$ cat src/rtl/demux4_scatter_ctrl.sv
// demux4_scatter_ctrl: round-robin burst scatter sequencer for the 4-way demux.
// Splits one valid/ready stream across the lanes enabled in lane_mask.
// Each enabled lane receives burst_len beats per visit, for num_rounds full passes.
// The optional per-transfer stall counter output is enabled by defining DEMUX4_SCATTER_STALL_CNT_EN.
module demux4_scatter_ctrl #(
  parameter int WIDTH   = 16,
  parameter int BURST_W = 8,
  parameter int ROUND_W = 8
) (
  input  logic               clk,
  input  logic               rst_n,
  input  logic               start,
  input  logic [3:0]         lane_mask,
  input  logic [BURST_W-1:0] burst_len,
  input  logic [ROUND_W-1:0] num_rounds,
  input  logic [WIDTH-1:0]   in_data,
  input  logic               in_valid,
  output logic               in_ready,
  output logic [WIDTH-1:0]   out_data,
  output logic [1:0]         sel,
  output logic [3:0]         out_valid,
  input  logic [3:0]         out_ready,
  output logic               busy,
`ifdef DEMUX4_SCATTER_STALL_CNT_EN
  output logic               done,
  output logic [31:0]        stall_cnt
`else
  output logic               done
`endif
);

  localparam logic [1:0] S_IDLE = 2'd0;
  localparam logic [1:0] S_XFER = 2'd1;
  localparam logic [1:0] S_DONE = 2'd2;

  logic [1:0]         state;
  logic [BURST_W-1:0] beat_cnt;
  logic [ROUND_W-1:0] round_cnt;
  logic [3:0]         mask_q;
  logic [BURST_W-1:0] burst_q;
  logic [ROUND_W-1:0] rounds_q;

  logic       beat;
  logic       last_beat;
  logic       last_round;
  logic [1:0] next_sel;
  logic       wrap;
  logic       cfg_ok;

  // Lowest enabled lane; caller guarantees a nonzero mask.
  function automatic logic [1:0] lowest_lane(input logic [3:0] m);
    logic [1:0] r;
    r = 2'd0;
    for (int i = 3; i >= 0; i--) begin
      if (m[i]) r = 2'(i);
    end
    return r;
  endfunction

  // Next enabled lane strictly after cur, cyclic; returns cur for a one-lane mask.
  function automatic logic [1:0] next_lane(input logic [3:0] m, input logic [1:0] cur);
    logic [1:0] r;
    logic [1:0] cand;
    r = cur;
    for (int k = 3; k >= 1; k--) begin
      cand = cur + 2'(k);
      if (m[cand]) r = cand;
    end
    return r;
  endfunction

  assign busy       = (state == S_XFER);
  assign done       = (state == S_DONE);
  assign out_data   = in_data;
  assign in_ready   = busy && out_ready[sel];
  assign beat       = busy && in_valid && out_ready[sel];
  assign last_beat  = (beat_cnt == burst_q - 1'b1);
  assign last_round = (round_cnt == rounds_q - 1'b1);
  assign next_sel   = next_lane(mask_q, sel);
  assign wrap       = (next_sel <= sel);
  assign cfg_ok     = (lane_mask != 4'd0) && (burst_len != '0) && (num_rounds != '0);

  // Route source valid to the selected lane only; valid never looks at ready.
  always_comb begin
    // NOTE: default first so every path assigns out_valid and no latch is inferred.
    out_valid = 4'd0;
    if (busy) out_valid[sel] = in_valid;
  end

  // Sequencer state, lane select, beat/round counters and latched config.
  always_ff @(posedge clk or negedge rst_n) begin
    // NOTE: all state here uses non-blocking assignments so every register sees pre-edge values.
    if (!rst_n) begin
      state     <= S_IDLE;
      sel       <= 2'd0;
      beat_cnt  <= '0;
      round_cnt <= '0;
      mask_q    <= 4'd0;
      burst_q   <= '0;
      rounds_q  <= '0;
    end else begin
      case (state)
        S_IDLE: begin
          if (start) begin
            if (cfg_ok) begin
              mask_q    <= lane_mask;
              burst_q   <= burst_len;
              rounds_q  <= num_rounds;
              sel       <= lowest_lane(lane_mask);
              beat_cnt  <= '0;
              round_cnt <= '0;
              state     <= S_XFER;
            end else begin
              state <= S_DONE;
            end
          end
        end
        S_XFER: begin
          if (beat) begin
            if (!last_beat) begin
              beat_cnt <= beat_cnt + 1'b1;
            end else begin
              beat_cnt <= '0;
              sel      <= next_sel;
              if (wrap) begin
                if (last_round) state <= S_DONE;
                else            round_cnt <= round_cnt + 1'b1;
              end
            end
          end
        end
        S_DONE:  state <= S_IDLE;
        default: state <= S_IDLE;
      endcase
    end
  end

`ifdef DEMUX4_SCATTER_STALL_CNT_EN
  // Saturating count of cycles where the source offers data but the lane refuses it.
  always_ff @(posedge clk or negedge rst_n) begin
    if (!rst_n) begin
      stall_cnt <= '0;
    end else if (state == S_IDLE && start) begin
      stall_cnt <= '0;
    end else if (busy && in_valid && !out_ready[sel] && stall_cnt != '1) begin
      stall_cnt <= stall_cnt + 1'b1;
    end
  end
`endif

endmodule

$ cat config.mk
export PLATFORM = sky130hd
export DESIGN_NAME = demux4_scatter_ctrl
export DESIGN_NICKNAME = d
export VERILOG_FILES = /design/src/rtl/demux4_scatter_ctrl.sv
export SDC_FILE = /design/constraint.sdc
export NUM_CORES = 1
export LEC_CHECK = 0
export CAP_MARGIN = 40
export CORE_MARGIN = 2
export CORE_UTILIZATION = 54
export DETAILED_ROUTE_END_ITERATION = 8
export GPL_ROUTABILITY_DRIVEN = 0
export PLACE_DENSITY_LB_ADDON = 0.15
export SYNTH_ARGS = -nofsm -noshare
export SYNTH_HDL_FRONTEND = slang
export SYNTH_SLANG_ARGS = --single-unit
$ cat constraint.sdc
create_clock -name clk -period 4.89 [get_ports clk]
set_input_delay 0.978 -clock clk [delete_from_list [all_inputs] [get_ports clk]]
set_output_delay 0.978 -clock clk [all_outputs]
set_load 0.02 [all_outputs]
==> images/clocks.png <==
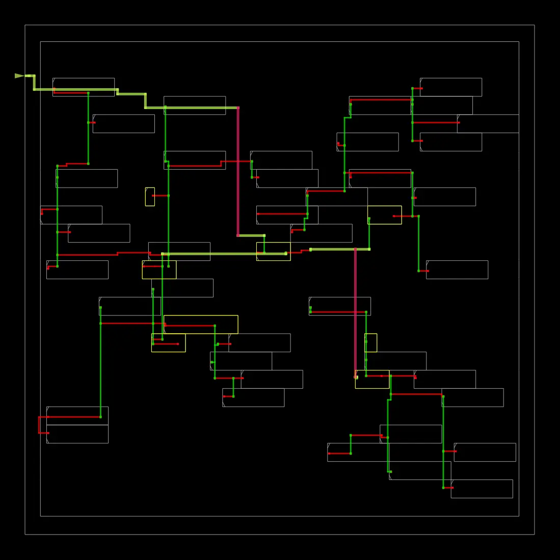
clkbuf count: 6
registers: 40
clock sinks: 40
Num CTS Buffers: 5

==> images/layer_met2.png <==
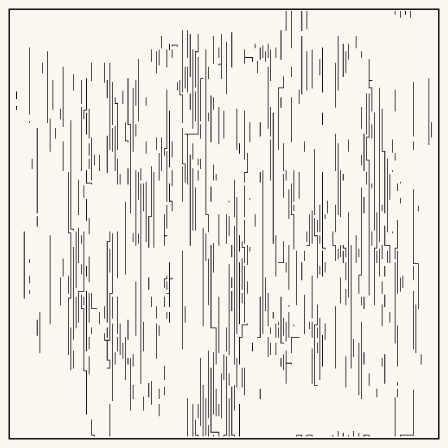
main direction = vertical
share of all routed wire = 47%
M2 GR Usage: 32.3%
via count: 2182
total wire length: 5.55 mm

==> images/logic_types.png <==
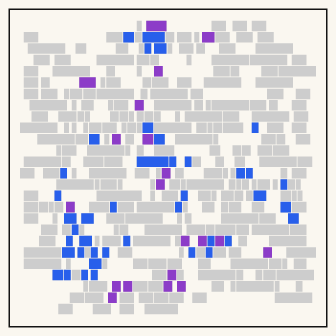
AND and OR gates -> purple  # cells 20, most used and3_1
inverting AOI/OAI gates -> blue  # cells 41, most used o21ai_0

==> Changelog: implementation <==
## Implementation

* Status: completed
* Initial antenna violation count at 0
* Commonest flop: dfrtp_1
* Cell count in the Yosys report at 298
* Maximum capacitance violations at 0
* Simple share at between 20 and 25%
* Switch share at 41.8%
* Hold buffers post-CTS at 0
* DRT iter0 DRCs at 119
* Slew @ Worst Pin at 610 ps
* Startpoint types: primary input
* Final nets at around 370
* Mapped Cells at roughly 300
* Seq cells post-synth at about 40
* Adder share at about 4.5%
* Int Pwr at 1.06 mW
* Comb pwr share at 51.0%
* Setup TNS at 0 ps
* # port buffers at 36
* Die height at 75.9 µm
* Pleak at 1.39 nW
* WL per Instance at between 10 and 15 µm
* Reg-to-Reg End: round_cnt[5]
* Hold Path Class: reg2reg
* RSZ-0062 raised after global routing: no
* Ratio of cells with drive above 1 in the final layout at 12.8%
* Slew headroom at 59.0%
* XOR-XNOR Cells, Area Fraction at 5.96%
* Crit path time final at about 3500 ps
* Fp util at 55.4%
* Vias per inst at 5.59
* Worst Setup EP: in_ready
* Max VDD drop at 0.317 mV
* Flop pwr share at 34.7%
* Crit. End Element: primary output
* Number of global-route vias before repair at 2086
* Pin count of the biggest net entering global routing at 37
* Die W at 75.9 µm
* Top cells, area: dfrtp_1, mux2_2, ha_1
* Design Area, Final at 3220 µm²
* Reg2reg path depth at 11
* Synthesis Warnings at 0
* Netlist Area Pre-Place at 2790 µm²
* Crit Path Class: in2out
* Std-Cell Rows at 26
* AO/OA Area Share at 11.8%
* Biggest area consumer among synthesized cells: dfrtp_1
* TritonRoute pass-1 iters at 4
* Psw at 763 µW
* Syn Area/Cell at 9.37 µm²
* DRC viols at 0
* Clk buf depth at 2
* Worst-path fanout max at 3
* F_max at 282 MHz
* R2R setup slack at 1660 ps
* Sequential area share after synthesis at between 30% and 40%
* Total global routing track utilization at 21.1%
* Pwr dens at 567 nW/µm²
* Post-CTS sizing at 0
* Post CTS Setup Buffer Count at 0
* EDFF count, synth at 0
* Yosys chip area at approximately 2800 µm²
* Root buf cell: clkbuf_8
* Mux cell area share after synthesis at between 10% and 20%
* Ports at 69
* Critical Path AT at 2570 ps
* Async SR Flop Fraction at 100%
* Antenna viol nets, final at 0
* Area delta synth->final at 15.3%
* # diodes at 0
* CTS clk-pin slew, worst paths at 80 ps
* Critical Path Start: out_ready[3]
* Log Warnings at 29
* Detail Placement HPWL at 4.24 mm
* Placed Area at between 3000 and 4000 µm²
* CTS tree: done
* Required @ worst endpoint at 3910 ps
* Clk_skew at 6.69 ps
* Clock power share at 14.4%
* Pins Over Slew Limit at 0
* Area leader share at 35.8%
* Die Size at 5760 µm²
* First-pass GRT wire length at around 10 mm
* Grt total ovfl at 0
* Reg-to-reg startpoint: sel[0]
* Final hold vios at 0
==> images/layer_met1.png <==
Bar = 20 µm. Supply wires on this layer in grey.
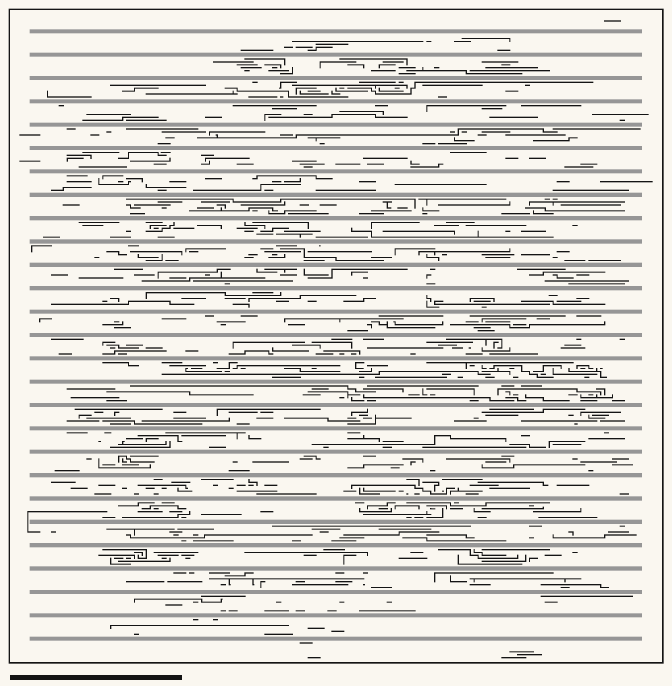
longest straight run = 25.3 µm
wire length on this layer = 2690 µm
main direction = horizontal
met1 usage: 30.5%

==> images/layer_met3.png <==
Bar = 20 µm.
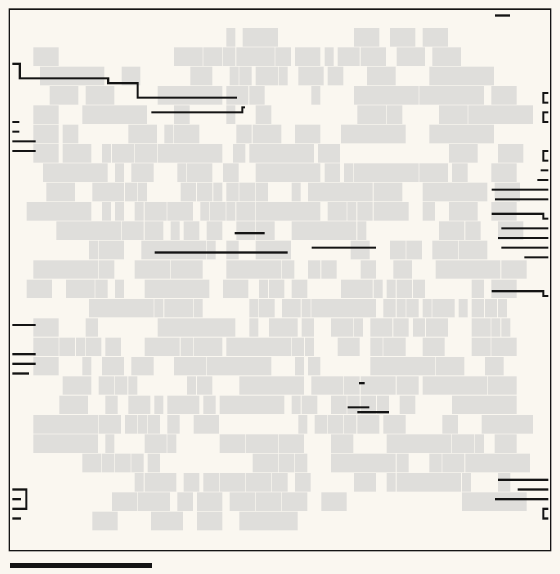
nets with wire on the layer = 33
share of all routed wire = 3.6%
longest straight run = 18.4 µm
main direction = horizontal
wire length on this layer = 200 µm

## power by group through the flow
stage	registers, mW	clock network [mW]	logic (mW)
floorplan	0.576	0	0.778
detailed placement	0.639	0	0.936
CTS	0.632	0.269	0.940
global placement	0.632	0	0.917
finish	0.634	0.263	0.931
global route	0.661	0.287	1.06
## cells in the mapped netlist, types with 3 or more instances
library cell,n
nor3_1,7
mux2i_1,7
nand2_1,22
and3_1,11
xor2_1,11
dfrtp_1,40
nand4_1,5
o21ai_0,17
nand2b_1,8
ha_1,10
xnor2_1,8
a21oi_1,7
and2_1,3
buf_4,16
inv_1,12
mux2_2,22
a22o_1,3
nor4_1,9
nor2_1,21
o211ai_1,3
clkbuf_1,8
nor2b_1,9
nand3_1,8
## metrics by stage
step | cells | hold slack, ps | power (mW) | utilization [%] | setup slack [ps]
after global routing | 390 | 497 | 2.01 | 63.9 | 1310
after global placement | 381 | 455 | 1.55 | 61.3 | 1360
after detailed placement | 382 | 453 | 1.58 | 61.7 | 1330
after CTS | 390 | 465 | 1.84 | 63.9 | 1330
after floorplan | 298 | 427 | 1.35 | - | 1870
final | 390 | 465 | 1.83 | 63.9 | 1340
## cell usage in the layout (no fill, tap or decap), types with 8 or more instances in the layout
master            n
nor4_1            9
ha_1             10
xnor2_1           8
xor2_1           11
nand3_1           8
nand2b_1          8
nor2b_1           9
mux2_2           22
nand2_1          22
clkdlybuf4s50_1  35
o21ai_0          17
dfrtp_1          40
nor2_1           21
and3_1           11
inv_1            12
## registers in the layout, indices dropped and copies added, names as in the netlist
| register | flops |
|---|---|
| beat_cnt | 8 |
| state | 2 |
| round_cnt | 8 |
| burst_q | 8 |
| sel | 2 |
| mask_q | 4 |
| rounds_q | 8 |
## routing by layer
metal / track usage (%) / vias up / routed length, µm
met5: 0 / - / 0
met4: 5.09 / 0 / 40
met3: 4.76 / 6 / 199
met2: 32.3 / 35 / 2610
met1: 30.5 / 1045 / 2690
li1: - / 1096 / -
## worst min-delay path by stage
| stage | startpoint | to | slack [ps] | cells after the start |
|---|---|---|---|---|
| 2_1_floorplan | state[1] | state[1] | 430 | 1 |
| 3_3_place_gp | state[1] | state[1] | 460 | 1 |
| 3_5_place_dp | state[1] | state[1] | 450 | 1 |
| 4_1_cts | state[1] | state[1] | 460 | 1 |
| 5_1_grt | rst_n | beat_cnt[5] | 500 | 1 |
| 6_report | state[1] | state[1] | 470 | 1 |
## cell type report
class | count | area, µm²
tap | 70 | 87.6
fill | 442 | 1820
multi-input combinational | 222 | 1600
sequential | 40 | 1000
inverter | 12 | 45.0
clock buffer | 6 | 72.6
clock inverter | 2 | 35.0
timing repair buffer | 38 | 383
## cells by family (layout without fill, tap and decap cells)
logic type               after synthesis  in the layout
AND-OR/OR-AND                         47             47
XOR/XNOR                              19             19
adder cells (fa/ha/maj)               10             10
AND/OR/NAND/NOR                      114            114
buffers and inverters                 36             58
multiplexers                          32             32
flip-flops                            40             40
## critical path, cell delays in order
cell             delay (ps)
clkdlybuf4s50_1         400
mux4_2                  480
and2_1                  170
clkdlybuf4s50_1         540
No activity file was given, so power comes from the tool's default toggle rates.
